[src/rtl/laser_link_pkg.sv]
`default_nettype none
// +--------------------------------------------------------------------+
// | laser_link_pkg                                                     |
// | Shared types and encodings for the laser link scheduler: FSM state |
// | enum, byte tags for header/ACK bytes and the byte builder.         |
// | Revision: 1.0                                                      |
// +--------------------------------------------------------------------+
package laser_link_pkg;

  typedef enum logic [2:0] {
    IDLE      = 3'd0,
    FILL      = 3'd1,
    SEND_HDR  = 3'd2,
    SEND_DATA = 3'd3,
    WAIT_ACK  = 3'd4,
    SEND_ACK  = 3'd5,
    ERROR     = 3'd6
  } state_t;

  localparam logic [3:0] HDR_TAG = 4'hA;
  localparam logic [3:0] ACK_TAG = 4'h5;

  // Header and ACK bytes share the same layout: tag nibble, sequence nibble.
  function automatic logic [7:0] link_byte(input logic [3:0] tag, input logic [3:0] seq);
    return {tag, seq};
  endfunction

endpackage
`default_nettype wire

[src/rtl/laser_link_if.sv]
`default_nettype none
// +--------------------------------------------------------------------+
// | laser_link_if                                                      |
// | Bundles the host byte source, transmitter, receiver, ACK request   |
// | and status signals of the laser link scheduler.                    |
// |   slave  : the scheduler side                                      |
// |   master : the environment (host, transmitter, receiver)           |
// | Revision: 1.0                                                      |
// +--------------------------------------------------------------------+
interface laser_link_if;
  logic       link_en;
  logic       src_valid;
  logic [7:0] src_data;
  logic       src_ready;
  logic [7:0] tx_data;
  logic       tx_data_ready;
  logic       tx_en;
  logic       tx_done;
  logic       rx_valid;
  logic [7:0] rx_byte;
  logic       ack_req;
  logic [3:0] ack_seq;
  logic       ack_grant;
  logic [3:0] seq_num;
  logic       frame_sent;
  logic       link_err;
  logic       err_clear;

  modport slave (
    input  link_en, src_valid, src_data, tx_done, rx_valid, rx_byte,
           ack_req, ack_seq, err_clear,
    output src_ready, tx_data, tx_data_ready, tx_en, ack_grant, seq_num,
           frame_sent, link_err
  );

  modport master (
    output link_en, src_valid, src_data, tx_done, rx_valid, rx_byte,
           ack_req, ack_seq, err_clear,
    input  src_ready, tx_data, tx_data_ready, tx_en, ack_grant, seq_num,
           frame_sent, link_err
  );
endinterface
`default_nettype wire

[src/rtl/laser_link_scheduler_buffer.sv]
`default_nettype none
// +--------------------------------------------------------------------+
// | laser_frame_buffer                                                 |
// | One-frame payload store: PKT_BYTES x 8 register file written in    |
// | order at the fill count, read by index.                            |
// | Ports: clock_base, reset (async, active-high)                      |
// |   wr_en_i/wr_data_i : append a byte (ignored when full)            |
// |   clr_i             : empty the buffer                             |
// |   rd_idx_i/rd_data_o: combinational read port                      |
// |   count_o/full_o    : fill level                                   |
// | Revision: 1.0                                                      |
// +--------------------------------------------------------------------+
module laser_frame_buffer #(
  parameter  int PKT_BYTES = 4,
  localparam int IDXW      = (PKT_BYTES > 1) ? $clog2(PKT_BYTES) : 1,
  localparam int CNTW      = $clog2(PKT_BYTES + 1)
) (
  input  wire logic            clock_base,
  input  wire logic            reset,
  input  wire logic            wr_en_i,
  input  wire logic [7:0]      wr_data_i,
  input  wire logic            clr_i,
  input  wire logic [IDXW-1:0] rd_idx_i,
  output logic      [7:0]      rd_data_o,
  output logic      [CNTW-1:0] count_o,
  output logic                 full_o
);

  logic [7:0]      mem_q [PKT_BYTES];
  logic [CNTW-1:0] count_q;

  assign full_o  = (count_q == CNTW'(PKT_BYTES));
  assign count_o = count_q;

  always_ff @(posedge clock_base or posedge reset) begin
    if (reset) begin
      count_q <= '0;
      for (int i = 0; i < PKT_BYTES; i++) mem_q[i] <= 8'h00;
    end else if (clr_i) begin
      count_q <= '0;
    end else if (wr_en_i && !full_o) begin
      count_q <= count_q + CNTW'(1);
      for (int i = 0; i < PKT_BYTES; i++) begin
        if (count_q == CNTW'(i)) mem_q[i] <= wr_data_i;
      end
    end
  end

  always_comb begin
    rd_data_o = 8'h00;
    for (int i = 0; i < PKT_BYTES; i++) begin
      if (rd_idx_i == IDXW'(i)) rd_data_o = mem_q[i];
    end
  end

endmodule
`default_nettype wire

[src/rtl/laser_link_scheduler.sv]
`default_nettype none
// +--------------------------------------------------------------------+
// | laser_link_scheduler                                               |
// | Shares one laser transmitter between outgoing data frames          |
// | (header {A,seq} + PKT_BYTES payload) and receive-side ACK bytes    |
// | ({5,seq}). Waits for a matching ACK, retransmits on timeout up to  |
// | MAX_RETRY times, then raises a sticky link error.                  |
// | Ports: clock_base, reset (async, active-high), link (slave modport)|
// |   optional: retx_total_o, ack_sent_total_o (saturating counters)   |
// | Optional feature macro: LASER_LINK_STATS_EN                        |
// | Revision: 1.0                                                      |
// +--------------------------------------------------------------------+
module laser_link_scheduler
  import laser_link_pkg::*;
#(
  parameter int PKT_BYTES      = 4,
  parameter int TIMEOUT_CYCLES = 4096,
  parameter int MAX_RETRY      = 3
) (
  input  wire logic   clock_base,
  input  wire logic   reset,
  laser_link_if.slave link
`ifdef LASER_LINK_STATS_EN
  ,
  output logic [15:0] retx_total_o,
  output logic [15:0] ack_sent_total_o
`endif
);

  localparam int IDXW = (PKT_BYTES > 1) ? $clog2(PKT_BYTES) : 1;
  localparam int CNTW = $clog2(PKT_BYTES + 1);
  localparam int RW   = (MAX_RETRY > 0) ? $clog2(MAX_RETRY + 1) : 1;

  state_t          state_q;
  logic            ret_wait_q;     // SEND_ACK detour started from WAIT_ACK
  logic            pend_q;         // byte handed to transmitter, awaiting tx_done
  logic            ack_latched_q;  // matching ACK seen during the detour
  logic [IDXW-1:0] idx_q;
  logic [15:0]     timer_q;
  logic [RW-1:0]   retry_q;
  logic [3:0]      seq_q;
  logic [7:0]      tx_data_q;
  logic            tx_data_ready_q;
  logic            ack_grant_q;
  logic            frame_sent_q;
  logic            link_err_q;

  logic            w_full;
  logic [CNTW-1:0] w_count;
  logic [7:0]      w_rd_data;
  logic            w_src_ready;
  logic            w_buf_wr;
  logic            w_rx_ack;
  logic            w_match;
  logic            w_buf_clr;
  logic            w_timeout;
  logic            w_last;
  logic            w_retx_evt;
  logic            w_grant_evt;

  // ACK requests take the channel away from FILL before a byte is taken.
  assign w_src_ready = (state_q == FILL) && !w_full && !link.ack_req;
  assign w_buf_wr    = w_src_ready && link.src_valid;
  assign w_rx_ack    = link.rx_valid && (link.rx_byte[7:4] == ACK_TAG) &&
                       (link.rx_byte[3:0] == seq_q);
  assign w_match     = w_rx_ack || ack_latched_q;
  assign w_buf_clr   = (state_q == WAIT_ACK) && w_match;
  assign w_timeout   = (timer_q == 16'(TIMEOUT_CYCLES - 1));
  assign w_last      = (idx_q == IDXW'(PKT_BYTES - 1));
  assign w_retx_evt  = (state_q == WAIT_ACK) && !w_match && !link.ack_req &&
                       w_timeout && (retry_q < RW'(MAX_RETRY));
  assign w_grant_evt = (state_q == SEND_ACK) && link.link_en && pend_q && link.tx_done;

  assign link.src_ready     = w_src_ready;
  assign link.tx_data       = tx_data_q;
  assign link.tx_data_ready = tx_data_ready_q;
  assign link.tx_en         = link.link_en;
  assign link.ack_grant     = ack_grant_q;
  assign link.seq_num       = seq_q;
  assign link.frame_sent    = frame_sent_q;
  assign link.link_err      = link_err_q;

  laser_frame_buffer #(
    .PKT_BYTES (PKT_BYTES)
  ) u_buffer (
    .clock_base (clock_base),
    .reset      (reset),
    .wr_en_i    (w_buf_wr),
    .wr_data_i  (link.src_data),
    .clr_i      (w_buf_clr),
    .rd_idx_i   (idx_q),
    .rd_data_o  (w_rd_data),
    .count_o    (w_count),
    .full_o     (w_full)
  );

  always_ff @(posedge clock_base or posedge reset) begin
    if (reset) begin
      state_q         <= IDLE;
      ret_wait_q      <= 1'b0;
      pend_q          <= 1'b0;
      ack_latched_q   <= 1'b0;
      idx_q           <= '0;
      timer_q         <= 16'd0;
      retry_q         <= '0;
      seq_q           <= 4'd0;
      tx_data_q       <= 8'h00;
      tx_data_ready_q <= 1'b0;
      ack_grant_q     <= 1'b0;
      frame_sent_q    <= 1'b0;
      link_err_q      <= 1'b0;
    end else begin
      tx_data_ready_q <= 1'b0;
      ack_grant_q     <= 1'b0;
      frame_sent_q    <= 1'b0;

      case (state_q)
        IDLE: begin
          pend_q <= 1'b0;
          if (link.ack_req) begin
            ret_wait_q <= 1'b0;
            state_q    <= SEND_ACK;
          end else if (w_full && link.link_en) begin
            state_q <= SEND_HDR;
          end else if (!w_full) begin
            state_q <= FILL;
          end
        end

        FILL: begin
          if (link.ack_req || w_full ||
              (w_buf_wr && (w_count == CNTW'(PKT_BYTES - 1)))) begin
            state_q <= IDLE;
          end
        end

        SEND_HDR: begin
          if (!link.link_en) begin
            pend_q  <= 1'b0;
            state_q <= IDLE;
          end else if (!pend_q) begin
            tx_data_q       <= link_byte(HDR_TAG, seq_q);
            tx_data_ready_q <= 1'b1;
            pend_q          <= 1'b1;
          end else if (link.tx_done) begin
            pend_q  <= 1'b0;
            idx_q   <= '0;
            state_q <= SEND_DATA;
          end
        end

        SEND_DATA: begin
          if (!link.link_en) begin
            pend_q  <= 1'b0;
            state_q <= IDLE;
          end else if (!pend_q) begin
            tx_data_q       <= w_rd_data;
            tx_data_ready_q <= 1'b1;
            pend_q          <= 1'b1;
          end else if (link.tx_done) begin
            pend_q <= 1'b0;
            if (w_last) begin
              timer_q       <= 16'd0;
              ack_latched_q <= 1'b0;
              state_q       <= WAIT_ACK;
            end else begin
              idx_q <= idx_q + IDXW'(1);
            end
          end
        end

        WAIT_ACK: begin
          if (w_match) begin
            frame_sent_q  <= 1'b1;
            seq_q         <= seq_q + 4'd1;
            retry_q       <= '0;
            ack_latched_q <= 1'b0;
            state_q       <= IDLE;
          end else if (link.ack_req) begin
            // Timer holds its value across the detour.
            ret_wait_q <= 1'b1;
            pend_q     <= 1'b0;
            state_q    <= SEND_ACK;
          end else if (w_timeout) begin
            pend_q <= 1'b0;
            if (w_retx_evt) begin
              retry_q <= retry_q + RW'(1);
              state_q <= SEND_HDR;
            end else begin
              link_err_q <= 1'b1;
              state_q    <= ERROR;
            end
          end else begin
            timer_q <= timer_q + 16'd1;
          end
        end

        SEND_ACK: begin
          if (ret_wait_q && w_rx_ack) ack_latched_q <= 1'b1;
          if (!link.link_en) begin
            pend_q  <= 1'b0;
            state_q <= IDLE;
          end else if (!pend_q) begin
            tx_data_q       <= link_byte(ACK_TAG, link.ack_seq);
            tx_data_ready_q <= 1'b1;
            pend_q          <= 1'b1;
          end else if (link.tx_done) begin
            pend_q      <= 1'b0;
            ack_grant_q <= 1'b1;
            state_q     <= ret_wait_q ? WAIT_ACK : IDLE;
          end
        end

        ERROR: begin
          if (link.err_clear) begin
            link_err_q <= 1'b0;
            retry_q    <= '0;
            state_q    <= IDLE;
          end
        end

        default: state_q <= IDLE;
      endcase
    end
  end

`ifdef LASER_LINK_STATS_EN
  logic [15:0] retx_total_q;
  logic [15:0] ack_sent_total_q;

  always_ff @(posedge clock_base or posedge reset) begin
    if (reset) begin
      retx_total_q     <= 16'd0;
      ack_sent_total_q <= 16'd0;
    end else begin
      if (w_retx_evt && (retx_total_q != 16'hFFFF))
        retx_total_q <= retx_total_q + 16'd1;
      if (w_grant_evt && (ack_sent_total_q != 16'hFFFF))
        ack_sent_total_q <= ack_sent_total_q + 16'd1;
    end
  end

  assign retx_total_o     = retx_total_q;
  assign ack_sent_total_o = ack_sent_total_q;
`endif

endmodule
`default_nettype wire

[src/flat_wrapper.sv]
// flat-port wrapper written by rule: the top's interface ports become plain ports
module laser_link_scheduler_flat import laser_link_pkg::*;
#(
  parameter int PKT_BYTES      = 4,
  parameter int TIMEOUT_CYCLES = 4096,
  parameter int MAX_RETRY      = 3
)
  (clock_base, reset, link_link_en, link_src_valid, link_src_data, link_tx_done, link_rx_valid, link_rx_byte, link_ack_req, link_ack_seq, link_err_clear, link_src_ready, link_tx_data, link_tx_data_ready, link_tx_en, link_ack_grant, link_seq_num, link_frame_sent, link_link_err);
  laser_link_if link_i ();
  input  wire logic clock_base;
  input  wire logic reset;
  input wire logic [$bits(link_i.link_en)-1:0] link_link_en;
  input wire logic [$bits(link_i.src_valid)-1:0] link_src_valid;
  input wire logic [$bits(link_i.src_data)-1:0] link_src_data;
  input wire logic [$bits(link_i.tx_done)-1:0] link_tx_done;
  input wire logic [$bits(link_i.rx_valid)-1:0] link_rx_valid;
  input wire logic [$bits(link_i.rx_byte)-1:0] link_rx_byte;
  input wire logic [$bits(link_i.ack_req)-1:0] link_ack_req;
  input wire logic [$bits(link_i.ack_seq)-1:0] link_ack_seq;
  input wire logic [$bits(link_i.err_clear)-1:0] link_err_clear;
  output wire logic [$bits(link_i.src_ready)-1:0] link_src_ready;
  output wire logic [$bits(link_i.tx_data)-1:0] link_tx_data;
  output wire logic [$bits(link_i.tx_data_ready)-1:0] link_tx_data_ready;
  output wire logic [$bits(link_i.tx_en)-1:0] link_tx_en;
  output wire logic [$bits(link_i.ack_grant)-1:0] link_ack_grant;
  output wire logic [$bits(link_i.seq_num)-1:0] link_seq_num;
  output wire logic [$bits(link_i.frame_sent)-1:0] link_frame_sent;
  output wire logic [$bits(link_i.link_err)-1:0] link_link_err;
  assign link_i.link_en = link_link_en;
  assign link_i.src_valid = link_src_valid;
  assign link_i.src_data = link_src_data;
  assign link_i.tx_done = link_tx_done;
  assign link_i.rx_valid = link_rx_valid;
  assign link_i.rx_byte = link_rx_byte;
  assign link_i.ack_req = link_ack_req;
  assign link_i.ack_seq = link_ack_seq;
  assign link_i.err_clear = link_err_clear;
  assign link_src_ready = link_i.src_ready;
  assign link_tx_data = link_i.tx_data;
  assign link_tx_data_ready = link_i.tx_data_ready;
  assign link_tx_en = link_i.tx_en;
  assign link_ack_grant = link_i.ack_grant;
  assign link_seq_num = link_i.seq_num;
  assign link_frame_sent = link_i.frame_sent;
  assign link_link_err = link_i.link_err;
  laser_link_scheduler #(.PKT_BYTES(PKT_BYTES), .TIMEOUT_CYCLES(TIMEOUT_CYCLES), .MAX_RETRY(MAX_RETRY)) u_core (.clock_base(clock_base), .reset(reset), .link(link_i));
endmodule
[config.mk]
export PLATFORM = sky130hd
export DESIGN_NAME = laser_link_scheduler_flat
export DESIGN_NICKNAME = d
export VERILOG_FILES = /design/src/rtl/laser_link_pkg.sv /design/src/rtl/laser_link_if.sv /design/src/rtl/laser_link_scheduler_buffer.sv /design/src/rtl/laser_link_scheduler.sv /design/src/flat_wrapper.sv
export SDC_FILE = /design/constraint.sdc
export NUM_CORES = 1
export LEC_CHECK = 0
export ABC_CLOCK_PERIOD_IN_PS = 2600
export CAP_MARGIN = 0
export CORE_MARGIN = 4
export CORE_UTILIZATION = 53
export CTS_BUF_LIST = sky130_fd_sc_hd__clkbuf_8
export DETAILED_ROUTE_END_ITERATION = 8
export GPL_ROUTABILITY_DRIVEN = 0
export PLACE_DENSITY = 0.91
export SLEW_MARGIN = 0
export SYNTH_ARGS = -nofsm -noshare
export SYNTH_HDL_FRONTEND = slang
export SYNTH_HIERARCHICAL = 1
export SYNTH_SLANG_ARGS = --single-unit
[constraint.sdc]
create_clock -name clock_base -period 2.6 [get_ports clock_base]
set_input_delay 0.39 -clock clock_base [delete_from_list [all_inputs] [get_ports clock_base]]
set_output_delay 0.39 -clock clock_base [all_outputs]
set_load 0.05 [all_outputs]
**Run 1: routing congestion**

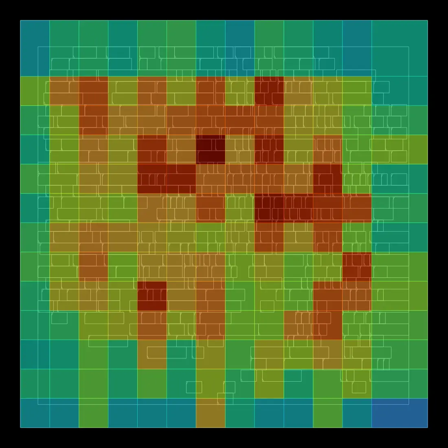
Routed wire per std cell: 18.0 um
GRT busiest layer: met2
GR Util All Layers: 22.8%
routing usage on met1: 27.3%
GR Util met3: 6.57%

**Run 1: the metal 2 layer**

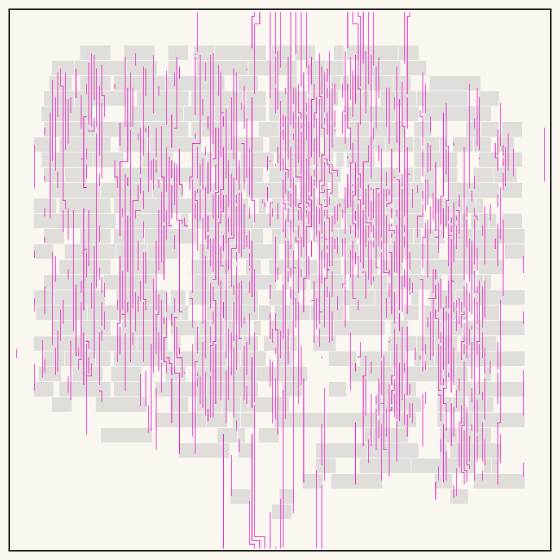
- main direction: vertical
- wire length on this layer: 5070 um
- nets with wire on the layer: 430
- longest straight run: 46.6 um
- share of all routed wire: 52%
DRT Wirelength: 9700 um
met2 GRT Util: 39.4%
via count: 3203

**Run 1: met3 routing**

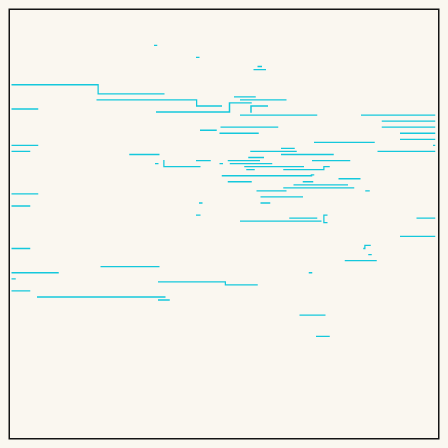
- nets with wire on the layer: 54
- wire length on this layer: 577 um
- longest straight run: 28.5 um
- main direction: horizontal

run 1: placed cells by master (no fill, tap or decap), types with 10 or more instances in the layout:
cell	synthesis	routed
mux2_2	35	10
a21oi_1	14	14
o21ai_0	16	16
mux2_4	1	26
nand2_1	24	24
nor2_1	35	35
clkdlybuf4s50_1	0	43
xor2_1	17	17
inv_1	15	14
dfrtp_1	77	77
nand3_1	10	10
buf_4	1	24
run 1: per-stage QoR:
step                instances  setup TNS (ns)  setup slack (ns)  power [mW]  utilization, %
floorplan                 374           -4.79            -0.247        3.09               -
global placement          522           -5.47            -0.185        3.53            66.2
detailed placement        522           -6.59            -0.230        3.64            66.2
CTS                       538               0           0.00644        4.51            68.7
global route              539               0           0.00863        4.76            68.9
finish                    539               0             0.158        4.50            68.9
run 1: layout make-up:
| type | count | area, um^2 |
|---|---|---|
| fill | 525 | 2290 |
| tap | 99 | 124 |
| inverter | 16 | 60.1 |
| clock buffer | 9 | 124 |
| sequential | 77 | 1930 |
| timing repair buffer | 68 | 631 |
| multi-input combinational | 263 | 2150 |
| clock inverter | 7 | 57.6 |
run 1: path summary, 6_finish.rpt:
kind	slack, ns	end	depth (start not counted)	from
worst max-delay path	0.16	u_core/u_buffer/mem_q[29]	9	u_core/u_buffer/count_o[0]
worst min-delay path	0.45	u_core/u_buffer/mem_q[29]	3	reset
worst max register to register	0.16	u_core/u_buffer/mem_q[29]	9	u_core/u_buffer/count_o[0]
worst min register to register	0.49	u_core/link.link_err	2	u_core/link.link_err
max in group asynchronous	1.73	u_core/link.seq_num[3]	3	reset
min in group clock_base	0.49	u_core/link.link_err	2	u_core/link.link_err
run 1: cells by family after synthesis:
group	count (synthesis)
AOI/OAI and AO/OA	66
xor gates and xnor gates	22
adders and majority gates	10
buffers and inverters	34
DFF	77
muxes	46
and+or+nand+nor	119
run 1: synth_stat cells, types with 4 or more instances:
master	n
xor2_1	17
nand2_1	24
mux4_2	8
nor3_1	4
o21ai_0	16
ha_1	10
nor2_1	35
nand3_1	10
clkbuf_1	8
mux2_2	35
a21oi_1	14
dfrtp_1	77
and3_1	5
buf_2	6
a22o_1	9
a31oi_1	5
xnor2_1	5
inv_1	15
nand4b_1	5
and2_1	4
nand4_1	9
run 1: repair_timing:
item | in CTS | in global routing
setup endpoints to repair | 10 | 16
setup buffers | 0 | 1
gates resized | 2 | 1
pin swaps | 1 | 1
run 1: routing by layer:
metal | track usage (%) | up-vias
met3 | 6.57 | 23
met1 | 27.3 | 1602
met5 | 0 | -
li1 | - | 1467
met4 | 7.58 | 0
met2 | 39.4 | 111
run 1: worst min-delay path, stage by stage:
cell	delay, ns
clkdlybuf4s50_1	0.41
inv_1	0.05
buf_4	0.38
run 1: state kept, by name, indices dropped and copies added, names as in the netlist:
register / cells
u_core/state_q: 3
u_core/ack_latched_q: 1
u_core/link.seq_num: 4
u_core/link.tx_data: 8
u_core/link.tx_data_ready: 1
u_core/retry_q: 2
u_core/idx_q: 2
u_core/link.frame_sent: 1
u_core/timer_q: 16
u_core/ret_wait_q: 1
u_core/u_buffer/count_o: 3
u_core/link.link_err: 1
u_core/u_buffer/mem_q: 32
u_core/pend_q: 1
u_core/link.ack_grant: 1
==> flow_metrics.py, run 1 <==
# Synthesis and PnR figures
metrics = {
    "routing": {
        "wl_met3_um": 576,
        "drtIter0Drc": 172,
        "top_layer_used": "met4",
        "via_per_inst": 5.94,
        "drt_pre_antenna_iters": 5,
        "final_antenna_net_count": 0,
    },
    "synthesis": {
        "edf_count": 0,
        "top_cell_area_share_pct": 47.0,
        "yosys.area_share.simple_pct": 15.9,
        "synth_nets": 412,
        "synth.cellmix.compoundShare_pct": 10.9,
        "xor_share_pct": 4.70,
        "synth_cells": 374,
        "ys_warn_count": 6,
        "syn_avg_cell_area_um2": 11.0,
        "top_area_cell": "dfrtp_1",
        "ys_types": 62,
        "ys.flop_type": "dfrtp_1",
    },
    "setup_path": {
        "start_kind": "flip-flop",
        "path_max_fanout": 8,
        "worstSetupPathType": "reg2reg",
        "timing.critical_path.mode_cell": "and2_4",
        "slowest_delay_ns": 0.38,
        "cp.buffers_inverters": 1,
        "required_ns": 2.84,
        "cp_slowest_cell": "and2_2",
    },
    "pwr": {
        "combinationalPower_mw": 1.84,
        "vdd_drop_max_mv": 0.576,
        "powerSeq_mw": 1.82,
        "power.group.top": "combinational logic",
        "leakagePower_nw": 2.31,
        "seq_power_share_pct": 40.4,
    },
    "floorplanning": {
        "die_y_um": 96.0,
        "ios": 46,
        "die-area_um2": 9210,
        "dieWidth_um": 96.0,
    },
    "run": {
        "drv_cap": 0,
    },
    "cts": {
        "cts.path.max_buffers": 2,
        "clk_latency_ns": 0.36,
        "numClockSinks": 77,
        "cts_tree": "done",
    },
    "timing": {
        "holdWs_ns": 0.447,
        "hold_viol_final": 0,
        "rsz0062_at_grt": "false",
        "fin_skew_ns": 0.0103,
        "final_max_slew_viol_count": 0,
        "finalCritPeriodShare_pct": 93.9,
        "max_freq_mhz": 410,
        "setup_violations": 0,
        "relSlewSlack_pct": 63.1,
    },
    "run_status": {
        "status": "completed",
    },
    "place": {
        "io_buffers": 45,
    },
    "cells_and_area": {
        "drive_above_1_share_pct": 24.1,
        "design_area_um2": 5070,
    },
}
**Run 1: metal 1**

The bar under the picture is 20 um long. Supply wires on this layer in gray.
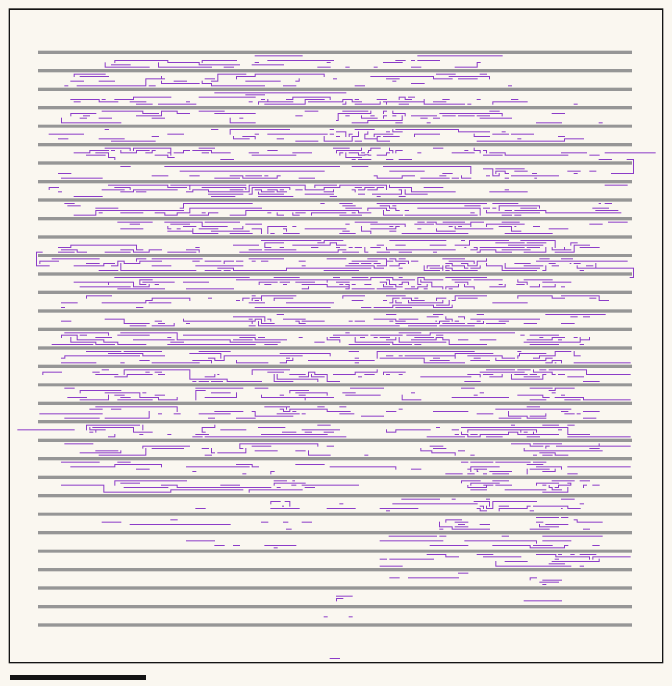

==> run 2, diff against run 1 <==
- CTS_CLUSTER_SIZE: not set -> 24
- MAX_ROUTING_LAYER: not set -> met4
**Run 2: metal 1**

The bar under the picture is 20 um long. Supply wires on this layer in gray.
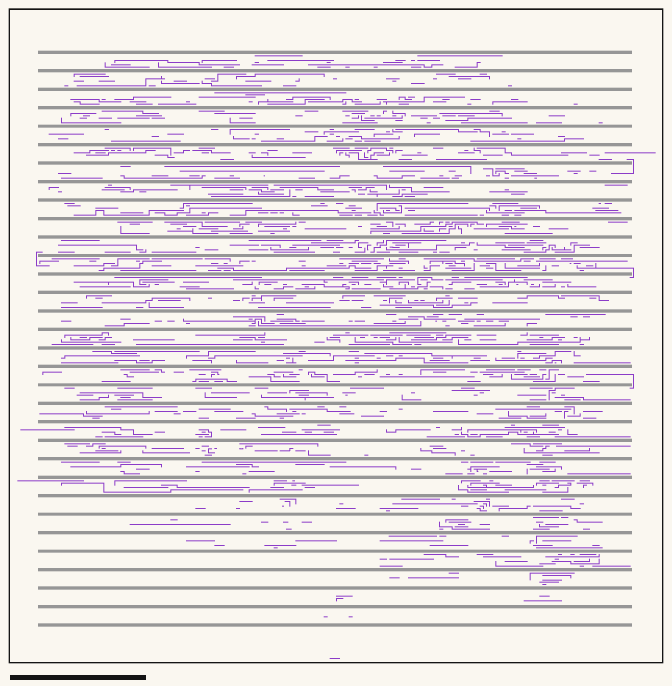
- wire length on this layer: 3910 um
- nets with wire on the layer: 435
- longest straight run: 25.8 um
- main direction: horizontal
- share of all routed wire: 40%
DRT Wirelength: 9710 um
via count: 3212

==> run 2 against run 1 <==
Against the previous run:
- clock skew hardly changed
- via count is 0.28% higher
- global-route usage is 0.69 points higher
- largest power group unchanged
- largest cell class unchanged
==> flow_metrics.py, run 2 <==
# Synthesis and PnR figures
metrics = {
    "floorplanning": {
        "ios": 46,
        "die-area_um2": 9210,
        "dieWidth_um": 96.0,
    },
    "routing": {
        "final_antenna_net_count": 0,
        "wl_per_cell_um": 18.0,
        "drt_pre_antenna_iters": 5,
        "drtIter0Drc": 199,
        "via_per_inst": 5.96,
    },
    "cells_and_area": {
        "layout_top_cells": "dfrtp_1 (77), clkdlybuf4s50_1 (43), nor2_1 (35)",
        "regMostFlops": "u_core/u_buffer/mem_q",
        "finalNonFillerCells": 539,
        "fin_util_pct": 68.9,
        "drive_above_1_share_pct": 24.1,
        "fillers": 525,
        "layout_top_cell": "dfrtp_1",
    },
    "timing": {
        "rsz0062_at_grt": "false",
        "max_freq_mhz": 408,
        "fin_ws_ns": 0.151,
        "hold_viol_final": 0,
        "final_max_slew_viol_count": 0,
    },
    "pwr": {
        "vdd_drop_max_mv": 0.574,
        "seq_power_share_pct": 40.4,
    },
    "synthesis": {
        "synth_nets": 412,
        "edf_count": 0,
        "synthMostInstantiatedCell": "dfrtp_1",
        "top_cell_area_share_pct": 47.0,
        "top_area_cell": "dfrtp_1",
        "ys_warn_count": 6,
        "syn_avg_cell_area_um2": 11.0,
        "synth_cells": 374,
        "ys_types": 62,
    },
    "setup_path": {
        "cp.buffers_inverters": 1,
        "start_kind": "flip-flop",
        "slowest_delay_ns": 0.38,
        "path_max_fanout": 8,
        "timing.critical_path.mode_cell": "and2_4",
        "worstSetupPathType": "reg2reg",
    },
    "cts": {
        "cts_tree": "done",
        "cts.path.max_buffers": 2,
        "numClockSinks": 77,
    },
    "run": {
        "drv_cap": 0,
    },
    "place": {
        "dp_slack_ns": -0.230,
        "placed_cells": 522,
    },
    "run_status": {
        "status": "completed",
    },
}
**Run 2: the metal 4 layer**

The bar under the picture is 20 um long. Supply wires on this layer in gray.
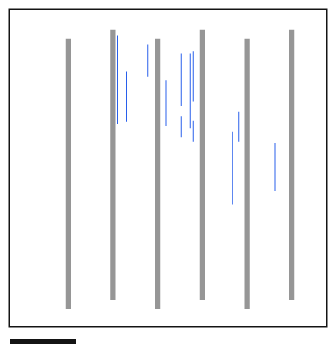
- main direction: vertical
- share of all routed wire: 1.8%
- nets with wire on the layer: 10
- wire length on this layer: 175 um

## run 2: cell counts in the layout (fill, tap and decap cells not counted)
No cell type changed its count.
## run 2: area by class of cell
cell class	count	area, um^2	share of cell area, %
multi-input combinational	263	2150	42.4
sequential	77	1930	38.0
timing repair buffer	68	631	12.4
clock buffer	9	124	2.44
tap	99	124	2.44
inverter	16	60.1	1.18
clock inverter	7	57.6	1.13
## run 2: cell families after synthesis
| logic type | synth area share, % |
|---|---|
| simple gates | 15.9 |
| flops | 47.0 |
| mux | 14.9 |
| compound gates | 10.9 |
| fa+ha+maj | 3.05 |
| xor+xnor | 4.70 |
| buf+inv | 3.60 |
## run 2: power by group through the flow
stage | logic [mW] | clock network, mW | registers [mW]
detailed placement | 1.81 | 0 | 1.83
global placement | 1.73 | 0 | 1.80
global route | 1.99 | 0.914 | 1.86
finish | 1.84 | 0.844 | 1.82
floorplan | 1.17 | 0 | 1.92
CTS | 1.83 | 0.866 | 1.81
## run 2: worst paths after layout
path	slack [ns]	from	cells after the start	endpoint
max	0.15	u_core/u_buffer/count_o[0]	9	u_core/u_buffer/mem_q[29]
min	0.45	reset	3	u_core/u_buffer/count_o[1]
max reg2reg	0.15	u_core/u_buffer/count_o[0]	9	u_core/u_buffer/mem_q[29]
min reg2reg	0.49	u_core/link.link_err	2	u_core/link.link_err
max in group asynchronous	1.74	reset	3	u_core/link.seq_num[0]
min in group clock_base	0.49	u_core/link.link_err	2	u_core/link.link_err
## run 2: metal layers
metal / track usage, % / wire length [um] / up-vias
met1: 27.6 / 3910 / 1611
met2: 39.2 / 5070 / 107
met3: 6.49 / 562 / 25
li1: - / - / 1469
met5: - / 0 / -
met4: 7.58 / 174 / 0
## run 2: what timing repair did
item	in CTS	in global routing
setup buffers	0	1
pin swaps	1	1
endpoints found under the setup margin	10	16
gates resized	2	1
endpoints found under the hold margin	0	0
gates cloned	0	0
## run 2: through the flow
step                power (mW)  hold WS, ns  setup TNS, ns
finish                    4.50        0.451              0
CTS                       4.51        0.445              0
floorplan                 3.09        0.454          -4.79
global route              4.76        0.502              0
detailed placement        3.64        0.480          -6.59
global placement          3.53        0.465          -5.47
## run 2: worst reg2reg max path: stages, from the launching register on
cell	delay (ns)
dfrtp_1	0.35
inv_1	0.07
ha_2	0.20
and2_4	0.15
or3_4	0.33
nor3_4	0.13
and2_4	0.18
nor3b_2	0.20
and2_2	0.38
mux2_4	0.34
**Run 2: met3 routing**

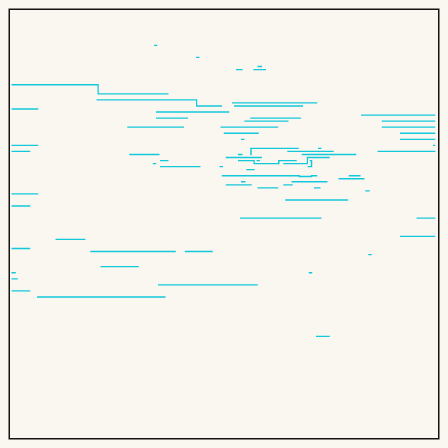

==> run 3, diff against run 2 <==
- CORE_UTILIZATION: 53 -> 40
- PLACE_DENSITY: 0.91 -> 0.74
**Run 3: met3 routing**

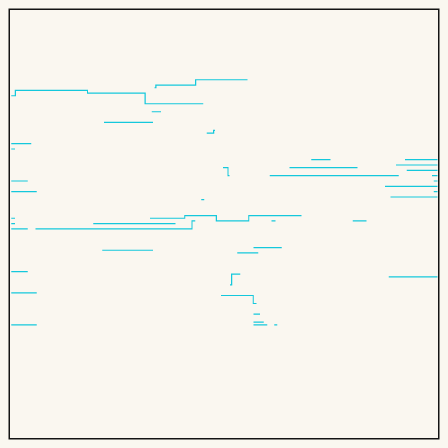
- share of all routed wire: 4.3%
- main direction: horizontal
DRT Wirelength: 9570 um
via count: 3140

**Run 3: the metal 2 layer**

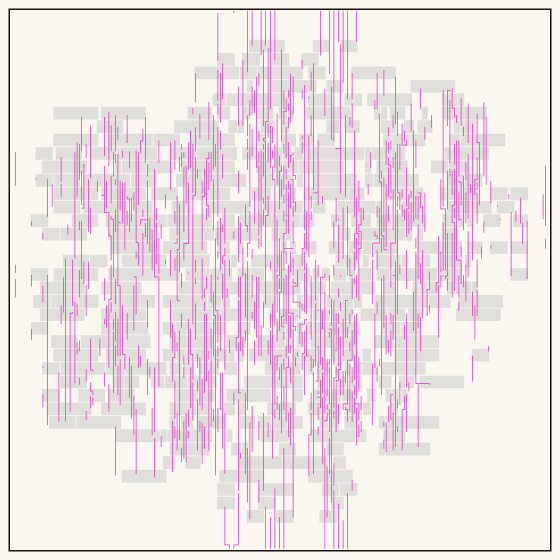
- longest straight run: 38.1 um
- main direction: vertical
met2 GRT Util: 29.6%

==> run 3 against run 2 <==
Against the previous run:
- critical endpoint is now u_core/u_buffer/mem_q[17]
- sequential power barely moved
- global-route usage shrank 6.2 points
- via count is 2.2% lower
- clock power rose by 5.3%
- total power grew 1.0%
==> flow_metrics.py, run 3 <==
# Synthesis and PnR figures
metrics = {
    "setup_path": {
        "cp.buffers_inverters": 1,
        "reg2reg_slack_ns": 0.15,
        "timing.critical_path.mode_cell": "and2_4",
        "required_ns": 2.83,
        "start_kind": "flip-flop",
        "cp_slowest_cell": "and2_2",
        "ff2ff_path_depth": 9,
        "timing.critical_path.from": "u_core/u_buffer/count_o[0]",
        "reg2reg_to": "u_core/u_buffer/mem_q[17]",
        "worstSetupPathType": "reg2reg",
        "slowest_delay_ns": 0.38,
        "cp.depth": 9,
        "reg2reg_from": "u_core/u_buffer/count_o[0]",
    },
    "timing": {
        "relSlewSlack_pct": 63.1,
        "fin_skew_ns": 0.00941,
        "finalCritPeriodShare_pct": 94.1,
        "final_max_slew_viol_count": 0,
        "hold_viol_final": 0,
        "fin_setup_tns_ns": 0,
        "max_freq_mhz": 409,
        "setup_violations": 0,
        "rsz0062_at_grt": "false",
    },
    "synthesis": {
        "top_area_cell": "dfrtp_1",
        "synth_cells": 374,
        "synthMostInstantiatedCell": "dfrtp_1",
        "synth_nets": 412,
        "synth.top_cells.by_count": "dfrtp_1 (77), mux2_2 (35), nor2_1 (35)",
        "ys_warn_count": 6,
        "edf_count": 0,
        "syn_avg_cell_area_um2": 11.0,
        "ys_types": 62,
    },
    "place": {
        "placed_cells": 564,
        "io_buffers": 45,
    },
    "cells_and_area": {
        "layout_top_cells": "dfrtp_1 (77), clkdlybuf4s50_1 (43), nor2_1 (35)",
        "design_area_um2": 5190,
        "fin_util_pct": 52.7,
        "regMostFlops": "u_core/u_buffer/mem_q",
        "finalNonFillerCells": 582,
        "drive_above_1_share_pct": 25.4,
        "largest_register_ff_count": 32,
    },
    "run": {
        "drv_cap": 0,
    },
    "grt": {
        "grt_use_total_pct": 17.3,
        "grt.overflow.total": 0,
    },
    "routing": {
        "final_antenna_net_count": 0,
        "via_per_inst": 5.40,
        "wl_per_cell_um": 16.4,
        "drtIter0Drc": 121,
        "drt_pre_antenna_iters": 5,
    },
    "floorplanning": {
        "die_y_um": 109,
        "die-area_um2": 11900,
        "dieWidth_um": 109,
    },
    "cts": {
        "cts_tree": "done",
        "numClockSinks": 77,
        "clk_pin_slew_ns": 0.08,
        "clk_latency_ns": 0.35,
    },
    "pwr": {
        "vdd_drop_max_mv": 0.478,
        "leakagePower_nw": 2.37,
        "power_mw": 4.54,
    },
    "run_status": {
        "status": "completed",
    },
}
[run 3: where the power goes]
group / total, mW / internal (mW) / switching (mW) / leakage, nW
clock: 0.889 / 0.438 / 0.451 / 0.0964
combinational: 1.84 / 0.927 / 0.912 / 1.25
sequential: 1.82 / 1.55 / 0.266 / 1.02
[run 3: worst max path at each step]
| stage | to | slack [ns] |
|---|---|---|
| 4_1_cts | u_core/u_buffer/mem_q[6] | 0.01 |
| 3_3_place_gp | u_core/u_buffer/mem_q[21] | -0.22 |
| 3_5_place_dp | u_core/u_buffer/mem_q[19] | -0.20 |
| 6_report | u_core/u_buffer/mem_q[17] | 0.15 |
| 2_1_floorplan | u_core/u_buffer/mem_q[0] | -0.25 |
| 5_1_grt | u_core/u_buffer/mem_q[17] | 0.05 |
[run 3: per-layer routing]
metal	up-vias	track usage (%)	part of all wire [%]	routed length (um)
met1	1588	20.6	43	4120
met3	8	4.50	4.3	412
li1	1483	-	-	-
met2	61	29.6	52	4950
met5	-	-	0	0
met4	0	3.92	0.90	86
[run 3: per-stage QoR]
stage          hold WS, ns  setup slack (ns)
2_1_floorplan        0.454            -0.247
3_3_place_gp         0.467            -0.216
3_5_place_dp         0.480            -0.201
4_1_cts              0.477            0.0105
5_1_grt              0.518            0.0476
6_report             0.471             0.153
[run 3: cells by family after synthesis]
family                   share of synthesized area [%]
AND-OR/OR-AND                                     10.9
XOR/XNOR                                          4.70
adder cells (fa/ha/maj)                           3.05
buffers and inverters                             3.60
AND/OR/NAND/NOR                                   15.9
multiplexers                                      14.9
flip-flops                                        47.0
[run 3: worst register-to-register path: cells and delay by family (launching register included)]
kind,cells,cell delay [ns]
mux,1,0.34
fa+ha+maj,1,0.20
buf+inv,1,0.06
simple gates,6,1.39
flops,1,0.35
[run 3: area by class of cell]
class	count	area (um^2)
sequential	77	1930
fill	877	4670
multi-input combinational	263	2150
timing repair buffer	77	698
clock inverter	7	67.6
inverter	16	60.1
tap	133	166
clock buffer	9	124
[run 3: what timing repair did]
action | CTS | global route
setup buffers | 0 | 2
resized | 3 | 0
setup endpoints to repair | 24 | 8
pin swaps | 0 | 1
Power and IR drop assume default switching activity.
